### Met3 routing, run 1

Bar = 20 um.
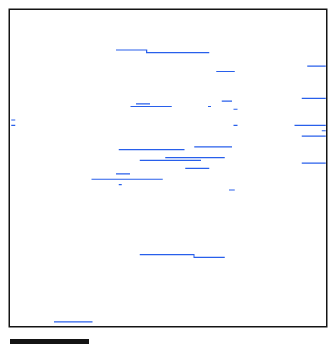
### Wiring by layer, run 1

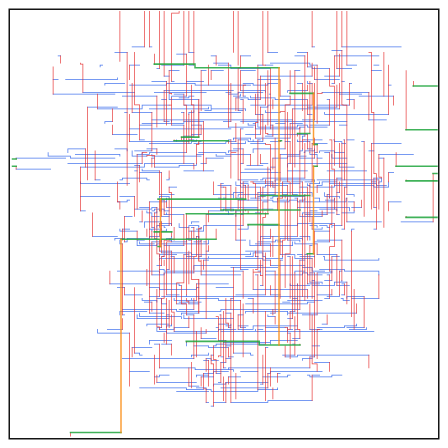
### Close-up of the layout, run 1

Region (20, 4) to (60, 44) um. Cells in grey, sequential cells in the stronger grey; small squares are vias.
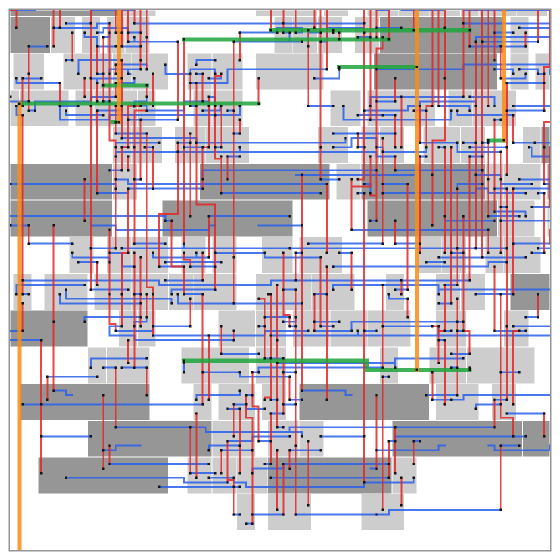
File: src/rtl/lcd_pio_driver.sv
// lcd_pio_driver: turns each toggled PIO command word into one timed
// HD44780-style write cycle on the 16x2 character LCD. A fixed power-up
// initialisation sequence runs after every reset. cmd_word shares the clock
// of this block, so it is sampled directly without a synchroniser.
module lcd_pio_driver #(
  parameter int PWRUP_CYC    = 750000,
  parameter int SETUP_CYC    = 2,
  parameter int EN_CYC       = 12,
  parameter int HOLD_CYC     = 2,
  parameter int CMD_WAIT_CYC = 2000,
  parameter int CLR_WAIT_CYC = 82000
) (
  input  logic        clk,
  input  logic        reset,
  input  logic [31:0] cmd_word,
  output logic [7:0]  lcd_data,
  output logic        lcd_rs,
  output logic        lcd_rw,
  output logic        lcd_en,
  output logic        lcd_on,
  output logic        busy,
  output logic        ready
);

  function automatic int max_of(input int a, input int b);
    return (a > b) ? a : b;
  endfunction

  localparam int MAX_CYC = max_of(max_of(max_of(PWRUP_CYC, SETUP_CYC),
                                         max_of(EN_CYC, HOLD_CYC)),
                                  max_of(CMD_WAIT_CYC, CLR_WAIT_CYC));
  localparam int CW = $clog2(MAX_CYC + 1);

  // Counter load values: a state lasting N cycles starts at N-1 and exits at 0.
  localparam logic [CW-1:0] PWRUP_LD = CW'(PWRUP_CYC - 1);
  localparam logic [CW-1:0] SETUP_LD = CW'(SETUP_CYC - 1);
  localparam logic [CW-1:0] EN_LD    = CW'(EN_CYC - 1);
  localparam logic [CW-1:0] HOLD_LD  = CW'(HOLD_CYC - 1);
  localparam logic [CW-1:0] CMD_LD   = CW'(CMD_WAIT_CYC - 1);
  localparam logic [CW-1:0] CLR_LD   = CW'(CLR_WAIT_CYC - 1);

  typedef enum logic [2:0] {
    S_POWERUP,
    S_IDLE,
    S_SETUP,
    S_PULSE,
    S_HOLD,
    S_WAIT
  } state_e;

  state_e        state_q, state_d;
  logic [CW-1:0] cnt_q, cnt_val;
  logic          cnt_load;
  logic          cnt_done;
  logic [1:0]    init_idx_q, init_idx_d;
  logic          init_load;
  logic          take_cmd;
  logic          last_tog_q;
  logic [7:0]    cur_byte_q;
  logic          cur_rs_q;
  logic          long_wait;

  // Bits [31:10] of the PIO word carry nothing for this block.
  logic unused_bits;
  assign unused_bits = ^cmd_word[31:10];

  // Write-only interface: the LCD busy flag is never read back.
  assign lcd_rw = 1'b0;

  // Power-up initialisation bytes, all sent with RS=0.
  function automatic logic [7:0] init_byte(input logic [1:0] idx);
    case (idx)
      2'd0:    return 8'h38;  // 8-bit bus, 2 lines, 5x8 font
      2'd1:    return 8'h0C;  // display on, cursor off
      2'd2:    return 8'h01;  // clear display
      default: return 8'h06;  // entry mode: increment, no shift
    endcase
  endfunction

  assign cnt_done  = (cnt_q == '0);
  // Clear and home need the long post-write wait.
  assign long_wait = !cur_rs_q && ((cur_byte_q == 8'h01) || (cur_byte_q == 8'h02));

  // Next-state, counter-load and latch-enable decode.
  always_comb begin
    // NOTE: every output of this block gets a default first, so no path
    // leaves a signal unassigned and no latch is inferred.
    state_d    = state_q;
    cnt_load   = 1'b0;
    cnt_val    = '0;
    init_load  = 1'b0;
    init_idx_d = init_idx_q;
    take_cmd   = 1'b0;
    case (state_q)
      S_POWERUP: begin
        if (cnt_done) begin
          state_d    = S_SETUP;
          cnt_load   = 1'b1;
          cnt_val    = SETUP_LD;
          init_load  = 1'b1;
          init_idx_d = 2'd0;
        end
      end
      S_IDLE: begin
        if (cmd_word[9] != last_tog_q) begin
          state_d  = S_SETUP;
          cnt_load = 1'b1;
          cnt_val  = SETUP_LD;
          take_cmd = 1'b1;
        end
      end
      S_SETUP: begin
        if (cnt_done) begin
          state_d  = S_PULSE;
          cnt_load = 1'b1;
          cnt_val  = EN_LD;
        end
      end
      S_PULSE: begin
        if (cnt_done) begin
          state_d  = S_HOLD;
          cnt_load = 1'b1;
          cnt_val  = HOLD_LD;
        end
      end
      S_HOLD: begin
        if (cnt_done) begin
          state_d  = S_WAIT;
          cnt_load = 1'b1;
          cnt_val  = long_wait ? CLR_LD : CMD_LD;
        end
      end
      S_WAIT: begin
        if (cnt_done) begin
          cnt_load = 1'b1;
          // During init, chain straight into the next byte without an IDLE cycle.
          if (!ready && (init_idx_q != 2'd3)) begin
            state_d    = S_SETUP;
            cnt_val    = SETUP_LD;
            init_load  = 1'b1;
            init_idx_d = init_idx_q + 2'd1;
          end else begin
            state_d = S_IDLE;
          end
        end
      end
      default: state_d = S_POWERUP;
    endcase
  end

  // State register and the single shared down-counter.
  always_ff @(posedge clk or posedge reset) begin
    // NOTE: sequential state is assigned with <= so every register samples
    // the pre-edge values of its neighbours, whatever the statement order.
    if (reset) begin
      state_q <= S_POWERUP;
      cnt_q   <= PWRUP_LD;
    end else begin
      state_q <= state_d;
      if (cnt_load) begin
        cnt_q <= cnt_val;
      end else if (!cnt_done) begin
        cnt_q <= cnt_q - 1'b1;
      end
    end
  end

  // Command latch: host word on a toggle in IDLE, ROM byte during init.
  always_ff @(posedge clk or posedge reset) begin
    // NOTE: every control register here has a reset value; the LCD must see
    // a quiet bus and the init sequence must restart cleanly after reset.
    if (reset) begin
      last_tog_q <= 1'b0;
      cur_byte_q <= 8'h00;
      cur_rs_q   <= 1'b0;
      init_idx_q <= 2'd0;
    end else begin
      if (take_cmd) begin
        last_tog_q <= cmd_word[9];
        cur_byte_q <= cmd_word[7:0];
        cur_rs_q   <= cmd_word[8];
      end else if (init_load) begin
        cur_byte_q <= init_byte(init_idx_d);
        cur_rs_q   <= 1'b0;
      end
      if (init_load) begin
        init_idx_q <= init_idx_d;
      end
    end
  end

  // Registered pin drivers, one cycle behind the state so the pins are glitch-free.
  always_ff @(posedge clk or posedge reset) begin
    if (reset) begin
      lcd_data <= 8'h00;
      lcd_rs   <= 1'b0;
      lcd_en   <= 1'b0;
      lcd_on   <= 1'b0;
      busy     <= 1'b1;
      ready    <= 1'b0;
    end else begin
      // Bus is driven during SETUP and then simply held until the next SETUP.
      if (state_q == S_SETUP) begin
        lcd_data <= cur_byte_q;
        lcd_rs   <= cur_rs_q;
      end
      lcd_en <= (state_q == S_PULSE);
      lcd_on <= 1'b1;
      busy   <= (state_q != S_IDLE);
      // IDLE is only reachable once init has finished, so this is sticky.
      ready  <= ready | (state_q == S_IDLE);
    end
  end

endmodule

File: config.mk
export PLATFORM = sky130hd
export DESIGN_NAME = lcd_pio_driver
export DESIGN_NICKNAME = d
export VERILOG_FILES = /design/src/rtl/lcd_pio_driver.sv
export SDC_FILE = /design/constraint.sdc
export NUM_CORES = 1
export LEC_CHECK = 0
export CORE_MARGIN = 4
export CORE_UTILIZATION = 45
export CTS_CLUSTER_SIZE = 30
export DETAILED_ROUTE_END_ITERATION = 8
export PLACE_DENSITY = 0.79
export SLEW_MARGIN = 15
export SYNTH_ARGS = -nofsm -noshare
export SYNTH_HDL_FRONTEND = slang
export SYNTH_SLANG_ARGS = --single-unit
File: constraint.sdc
create_clock -name clk -period 5.2 [get_ports clk]
set_input_delay 1.56 -clock clk [delete_from_list [all_inputs] [get_ports clk]]
set_output_delay 1.56 -clock clk [all_outputs]
set_load 0.02 [all_outputs]
==> out/metrics.sh, run 1 <==
POST_SYNTH_INSTANCE_AREA_MM2=0.002320
VDD_IR_DROP_MAX_uV=95.51
WORSTSETUPPATHTYPE='in2reg'
POWER.INTERNAL_mW=0.4909
CTS_BUFFERS=5
WORST_SETUP_PATH_START_KIND='primary input'
R2R_SLACK_NS=2.42
HOLDCRITSTARTPOINT='cnt_q[16]'
CLK_SHARE=0.03562
YS_AREA_MM2=0.002320
GLOBAL_ROUTE_WIRE_LENGTH_BEFORE_REPAIR_MM=8.252
PWR-SHARE-SEQ=0.595
LAYOUT-AREA-OVERHEAD-VS-SYNTH_PCT=16.61
TOTAL_LEAKAGE_POWER_nW=1.131
POST_SYNTH_XOR_AREA_FRACTION=0.04153
FIN_AREA_MM2=0.002705
VIAS_PER_CELL=5.557
WORSTSETUPPATHDEPTH=5
DRV_SLEW=0
RUN_STATUS='completed'
DOMINANT_LOGIC_CELL_TYPE_IN_THE_LAYOUT='dfrtp_1'
TIMING.CRITICAL_PATH.SLOWEST_STAGE_CELL='and3_1'
CLKTRANSATPATHREGS_NS=0.09
IO-PIN-COUNT=48
HOLD_VIOLATIONS=0
CLOCK_TREE_FROM_TRITONCTS='yes'
ASYNC_RESET_FF_FRAC=1.000
-- 'Met3 routing' (at the start) --
nets with wire on the layer: 20
main direction: horizontal
wire length on this layer: 191 um
longest straight run: 17.7 um
share of all routed wire: 4.0%
met3 Track Usage GR: 0.04176
Routed WL: 4.764 mm
vias: 1745

-- 'Wiring by layer' (at the start) --
| layer | colour | wire length |
|---|---|---|
| M4 | orange | 122 um |
| M3 | green | 191 um |
| M2 | red | 2190 um |
| M1 | blue | 2260 um |
GR Util All Layers: 0.1695
average wire length per cell after detail routing: 15.17 um

-- 'Close-up of the layout' (at the start) --
| layer | colour |
|---|---|
| M1 | blue |
| M3 | green |
| M4 | orange |
| M2 | red |
cells with their middle in the window: 114
most frequent: nor2_1 (15), nand2_1 (10), o21ai_0 (10)
netlist names of flops here include: cnt_q (13), state_q (2)
sequential cells in the window: 15

### Cell placement, run 1

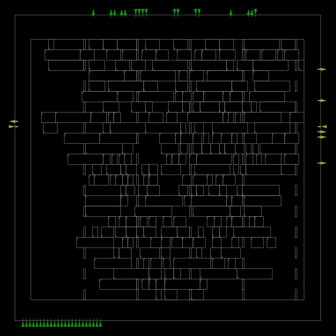

--- run 2 (diff from run 1) ---
--- a/config.mk
+++ b/config.mk
@@ -9,7 +9,7 @@
 export CORE_UTILIZATION = 45
 export CTS_CLUSTER_SIZE = 30
 export DETAILED_ROUTE_END_ITERATION = 8
-export PLACE_DENSITY = 0.79
+export PLACE_DENSITY = 0.81
 export SLEW_MARGIN = 15
 export SYNTH_ARGS = -nofsm -noshare
 export SYNTH_HDL_FRONTEND = slang
==> constraint.sdc (replaced) <==
create_clock -name clk -period 2.7 [get_ports clk]
set_input_delay 0.81 -clock clk [delete_from_list [all_inputs] [get_ports clk]]
set_output_delay 0.81 -clock clk [all_outputs]
set_load 0.02 [all_outputs]
### Cell placement, run 2

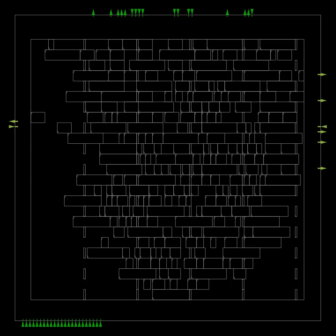
layout sequential cell count: 48
share of cell area taken by flip-flops and latches: 0.4333

### Routed clock nets over the placement, run 2

Bar = 20 um.
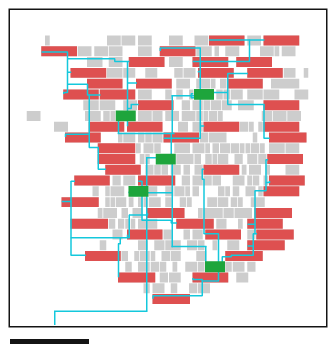
[flip-flops] red | count: 48
[clock wires] cyan | length: 558 um
[clock-net drivers] green | count: 5
routed clock nets: 6
Clock Skew: 0.006436 ns
clk latency late pin: 0.30 ns
Clock Power Share: 0.369
Clock net power: 0.443 mW

==> run 2 against run 1 <==
Utilization rose by 2.2 points. First-iteration DRC count decreased by 25%. Non-clock buffer count increased by 13. Flip-flop count did not move. Design area up 4.0%. Wire length is 3.6% higher. Largest cell class unchanged. Combinational power increased by 110%.
==> out/metrics.sh, run 2 <==
CTS_BUFFERS=5  # unchanged
ANTENNA_CELLS_INSERTED=0  # unchanged
POWER_TOP_CONSUMER='sequential cells'  # unchanged
HOLD_VIOLATIONS=0  # unchanged
DRV_SLEW=0  # unchanged
WORST_SETUP_PATH_START_KIND='flip-flop'  # was primary input
SYNTH.TOP_CELLS.BY_COUNT='34 x dfrtp_1, 22 x nor2_1, 14 x dfstp_2'  # unchanged
POST_DRT_WL_PER_CELL_UM=15.10  # was 15.17 um
POST_SYNTH_XOR_AREA_FRACTION=0.04153  # unchanged
POWER.INTERNAL_mW=0.9470  # was 0.4909 mW
PWR-SHARE-SEQ=0.599  # was 0.595
CLKTRANSATPATHREGS_NS=0.09  # about the same
FIN_AREA_MM2=0.002813  # was 0.002705 mm^2
POST_SYNTHESIS_SEQUENTIAL_ELEMENT_COUNT=48  # unchanged
ROUTED_WIRELENGTH_MM=4.937  # was 4.764 mm
LAYOUT-AREA-OVERHEAD-VS-SYNTH_PCT=21.25  # was 16.61%
VDD_IR_DROP_MAX_uV=171.4  # was 95.51 uV
WORSTSETUPPATHDEPTH=5  # unchanged
GRT_REMAINING_OVERFLOW=0  # unchanged
CLOCK_TREE_FROM_TRITONCTS='yes'  # unchanged
WORSTSETUPPATHTYPE='reg2reg'  # was in2reg
RUN_STATUS='completed'  # unchanged
HOLDCRITSTARTPOINT='cnt_q[16]'  # unchanged
P_TOTAL_mW=1.202  # was 0.6288 mW
IO-PIN-COUNT=48  # unchanged
YS_AREA_MM2=0.002320  # unchanged
METAL_1_WL_MM=2.173  # was 2.264 mm
VIAS=1815  # was 1745
TIMING.CRITICAL_PATH.ARRIVAL_NS=2.82  # was 3.56 ns
DETAIL_ROUTE.DRC_VIOLATIONS=0  # unchanged
PORT-BUFFER-COUNT=24  # unchanged
VIAS_PER_CELL=5.550  # was 5.557
POST_SYNTH_INSTANCE_AREA_MM2=0.002320  # unchanged
TIMING.CRITICAL_PATH.SLOWEST_STAGE_CELL='or4_4'  # was and3_1
GRTUSAGETOTAL=0.1684  # was 0.1695
CRIT-REG2REG-LAUNCH='cnt_q[3]'  # was cnt_q[11]
GR-USAGE-MET3=0.03837  # was 0.04176
GLOBAL_ROUTE_WIRE_LENGTH_BEFORE_REPAIR_MM=8.328  # was 8.252 mm
R2R_SLACK_NS=0.12  # was 2.42 ns
PATH_CELLS='or4_1 -> or4_4 -> or4_4 -> nor3_2 -> a221o_1'  # was clkdlybuf4s50_1 -> xor2_1 -> and3_1 -> nor2_2 -> a221o_1
TIMING.FINAL.CRIT_PERIOD_NS=2.584
LEADING_CELL_TYPE_BY_NUMBER_OF_INSTANCES_AFTER_SYNTHESIS='dfrtp_1'  # unchanged
TIMING.FINAL.SETUP_VIOLATIONS=0  # unchanged
TOTAL_LEAKAGE_POWER_nW=1.195  # was 1.131 nW
DOMINANT_LOGIC_CELL_TYPE_IN_THE_LAYOUT='dfrtp_1'  # unchanged
SYNTH_TOP_FLOP_CELL='dfrtp_1'  # unchanged
### Met3 routing, run 2

Bar = 20 um.
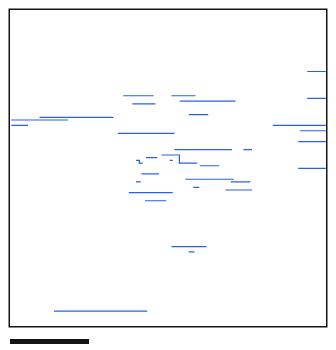

--- run 3 (diff from run 2) ---
--- a/config.mk
+++ b/config.mk
@@ -5,7 +5,6 @@
 export SDC_FILE = /design/constraint.sdc
 export NUM_CORES = 1
 export LEC_CHECK = 0
-export CORE_MARGIN = 4
 export CORE_UTILIZATION = 45
 export CTS_CLUSTER_SIZE = 30
 export DETAILED_ROUTE_END_ITERATION = 8
### Met3 routing, run 3

Bar = 20 um.
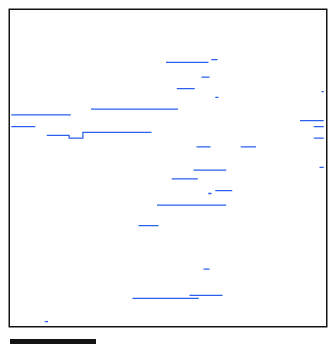
share of all routed wire: 3.3%
nets with wire on the layer: 18
longest straight run: 20.0 um
vias: 1811
Routed WL: 4.842 mm

### Routed clock nets over the placement, run 3

Bar = 20 um.
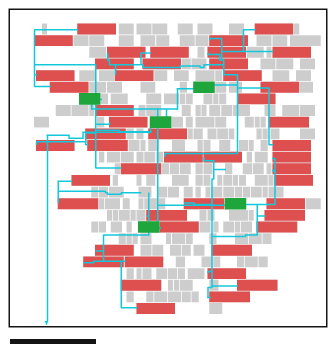
[clock wires] cyan | length: 586 um
[clock-net drivers] green | count: 5
[flip-flops] red | count: 48
routed clock nets: 6
flops lie: all over the die
Clock net power: 0.428 mW
clk latency late pin: 0.31 ns
Clock Power Share: 0.361

==> run 3 against run 2 <==
Flip-flop count stayed put. Clock skew up 0.0080 ns. Largest power group unchanged. Wire length shrank 1.9%. Hold slack worse by 0.0024 ns. Combinational power about the same. Maximum frequency rose by 0.46%. Critical endpoint is now cur_byte_q[4].
==> out/metrics.sh, run 3 <==
PORT-BUFFER-COUNT=24  # unchanged
TIMING.CRITICAL_PATH.SLOWEST_STAGE_CELL='or4_4'  # unchanged
IO-PIN-COUNT=48  # unchanged
POWER.INTERNAL_mW=0.9197  # was 0.9470 mW
WORST_SETUP_PATH_START_KIND='flip-flop'  # unchanged
POST_SYNTH_XOR_AREA_FRACTION=0.04153  # unchanged
RUN_STATUS='completed'  # unchanged
CLKTRANSATPATHREGS_NS=0.10  # was 0.09 ns
PWR-SHARE-SEQ=0.607  # was 0.599
POWER_TOP_CONSUMER='sequential cells'  # unchanged
METAL_1_WL_MM=2.223  # was 2.173 mm
CRIT-REG2REG-LAUNCH='cnt_q[3]'  # unchanged
VIAS_PER_CELL=5.555  # was 5.550
HOLDCRITSTARTPOINT='cnt_q[16]'  # unchanged
DETAIL_ROUTE.DRC_VIOLATIONS=0  # unchanged
POST_DRT_WL_PER_CELL_UM=14.85  # was 15.10 um
TIMING.FINAL.CRIT_PERIOD_NS=2.572  # was 2.584 ns
CTS_BUFFERS=5  # unchanged
PATH_CELLS='or4_1 -> or4_4 -> or4_4 -> nor3_2 -> a221o_1'  # unchanged
FIN_AREA_MM2=0.002799  # was 0.002813 mm^2
LEADING_CELL_TYPE_BY_NUMBER_OF_INSTANCES_AFTER_SYNTHESIS='dfrtp_1'  # unchanged
HOLD_VIOLATIONS=0  # unchanged
CLK_SHARE=0.03129  # was 0.03336
TOTAL_LEAKAGE_POWER_nW=1.193  # was 1.195 nW
POST_SYNTH_INSTANCE_AREA_MM2=0.002320  # unchanged
WORSTSETUPPATHTYPE='reg2reg'  # unchanged
CLOCK_TREE_FROM_TRITONCTS='yes'  # unchanged
GR-USAGE-MET3=0.04801  # was 0.03837
CLOCK_SKEW_NS=0.01448  # was 0.006436 ns
SYNTH.TOP_CELLS.BY_COUNT='34 x dfrtp_1, 22 x nor2_1, 14 x dfstp_2'  # unchanged
TIMING.FINAL.SETUP_VIOLATIONS=0  # unchanged
TIMING.CRITICAL_PATH.ARRIVAL_NS=2.82  # about the same
ASYNC_RESET_FF_FRAC=1.000  # unchanged
GRT_REMAINING_OVERFLOW=0  # unchanged
VDD_IR_DROP_MAX_uV=289.6  # was 171.4 uV
SEQ-CELL-SHARE=0.4354  # was 0.4333
DOMINANT_LOGIC_CELL_TYPE_IN_THE_LAYOUT='dfrtp_1'  # unchanged
YS_AREA_MM2=0.002320  # unchanged
Power and IR drop assume default switching activity.
